==> config.mk <==
export PLATFORM = sky130hd
export DESIGN_NAME = multicycle_ctrl
export DESIGN_NICKNAME = d
export VERILOG_FILES = /design/src/rtl/mcc_pkg.sv /design/src/rtl/multicycle_ctrl_alu_dec.sv /design/src/rtl/multicycle_ctrl.sv
export SDC_FILE = /design/constraint.sdc
export NUM_CORES = 1
export LEC_CHECK = 0
export ABC_AREA = 0
export CORE_ASPECT_RATIO = 0.7
export CORE_MARGIN = 10
export CORE_UTILIZATION = 45
export DETAILED_ROUTE_END_ITERATION = 16
export PLACE_DENSITY = 0.82
export REMOVE_ABC_BUFFERS = 1
export SLEW_MARGIN = 25
export SYNTH_ARGS = -nofsm -noshare
export SYNTH_HDL_FRONTEND = slang
export SYNTH_SLANG_ARGS = --single-unit
==> constraint.sdc <==
create_clock -name clk -period 2.2 [get_ports clk]
set_input_delay 0.44 -clock clk [delete_from_list [all_inputs] [get_ports clk]]
set_output_delay 0.44 -clock clk [all_outputs]
set_load 0.02 [all_outputs]
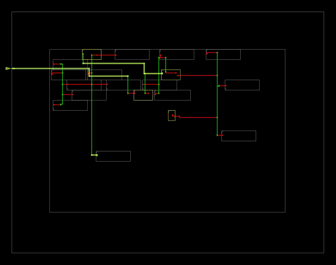
Fig. 1. Clock routing.
Flops: 15
Clock net power: 0.229 mW
Late-Pin Clk Latency: 250 ps

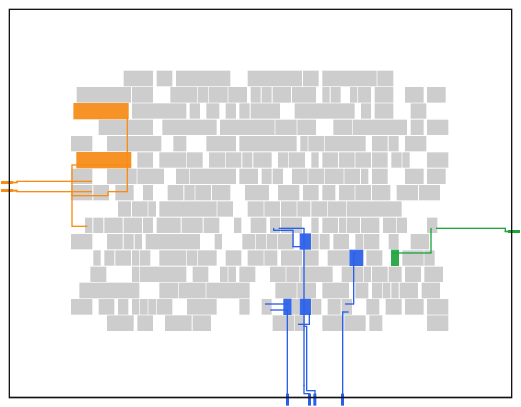
Fig. 2. Wires at chosen ports, followed through buffers.
Scale: 6 px per µm.
- `trap_cause`: orange (bits 2; direction output; edge left; end cells 2; buffers 2; wire 71.7 µm)
- `ALUCtrl`: blue (bits 4; direction output; edge bottom; end cells 4; buffers 4; wire 103 µm)
- `MemtoReg`: green (bits 1; direction output; edge right; end cells 1; buffers 1; wire 23.2 µm)
Port Buf Inserts: 43
IO Count: 44

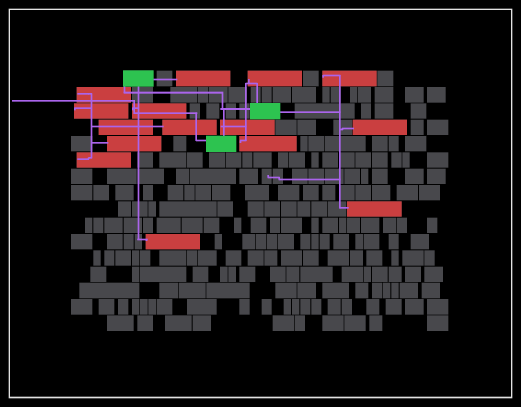
Fig. 3. Routed clock nets over the placement.
Scale: 6 px per µm.
- clock wires: purple (length 218 µm)
- clock drivers: green (count 3)
- flip-flops: red (count 15)
- routed clock nets: 4
clk_skew: 3.92 ps
Clock Power Share: 9.0%

==> flow_summary.yaml <==
# yosys + openroad results
status:
  outcome: "finished clean"
cells_and_area:
  largest_register_ffs: 8
  comb_share_pct: 43.2
  comb_area_um2: 923
  inverters: 5
  fillers: 201
  final_util_pct: 77.9
  comb_cells: 124
  flop_area_um2: 377
  diodes: 0
  area_delta_synth_final_pct: 68.2
  nClkBuffers: 3
  nonClkBufAreaFrac_pct: 34.0
  largest_cell_class: "multi-input combinational cells"
  n_all_buffers: 86
  clkCellAreaFrac_pct: 2.17
global_route:
  grtUsageTotal_pct: 17.7
  overflow: 0
  grt_pass1_vias: 1502
  grt_max_degree: 16
  grt_use_met2_pct: 30.8
  gr-max-usage-layer: "met2"
final_timing:
  relSlewSlack_pct: 52.4
  fin_ws_ps: 32.6
  worst_pin_slew_ps: 712
  report.final.slew_viol_count: 0
  hold_viol: 0
setup_path:
  cp.required_ps: 2360
  cpPeakStageDelay_ps: 570
  critPathTopFamily: "simple AND/OR/NAND/NOR gates"
  cp_num_buf_inv: 2
  crit_cells: 7
  worst_path_max_delay_cell: "or4b_4"
floorplan:
  die_y_um: 64.4
  fp-utilization_pct: 46.3
  rows: 16
  die_w_um: 83.5
  chip_area_um2: 5380
placement:
  hpwl_um: 3700
  placed_area_um2: 2010
  pre_cts_ws_ps: -411
synth:
  fa_ha_area_share_pct: 0.985
  yosysWarnings: 0
  mux_share_pct: 0.788
  ys_cells: 151
  ys_sh_xor_pct: 4.83
  seq_area_frac_synth_pct: 29.6
  synthesis.instances: 151
  synth_cell_types: 54
  top_logic_kind: "simple AND/OR/NAND/NOR gates"
  synthTopCellsByCount: "15 x dfrtp_1, 15 x nor3_1, 14 x nor2_1, 10 x nand2_1"
  syn_area_per_cell_um2: 8.41
  top_cell_area_share_pct: 29.6
  async_flop_share_pct: 100
  synth-compound-area-share_pct: 23.9
route:
  first_pass_iters: 4
  num_vias: 1503
  route.met3.wl_um: 425
  antenna_left: 0
  wl_met1_um: 2180
  wl_per_cell_um: 18.7
  drc_errors: 0
pwr:
  leakagePower_nw: 1.01
  power_mw: 2.55
  pwr-share-comb_pct: 75.4
  power_top_consumer: "combinational logic"
  switching_share_pct: 47.7
  p_sw_mw: 1.22
  max-vdd-ir-drop_v: 0.000841
clock_tree:
  ctsResizeCount: 35
  post_cts_buffers: 1
  cts_tree: "yes"
  cts_hold_buf: 0
  cts.clk_slew.worst_paths_ps: 70
  cts_made_buffers: 3
  h-tree-depth: 1
worst_hold_path:
  hp-class: "reg -> reg"
Power is estimated from default activity; no workload was simulated.
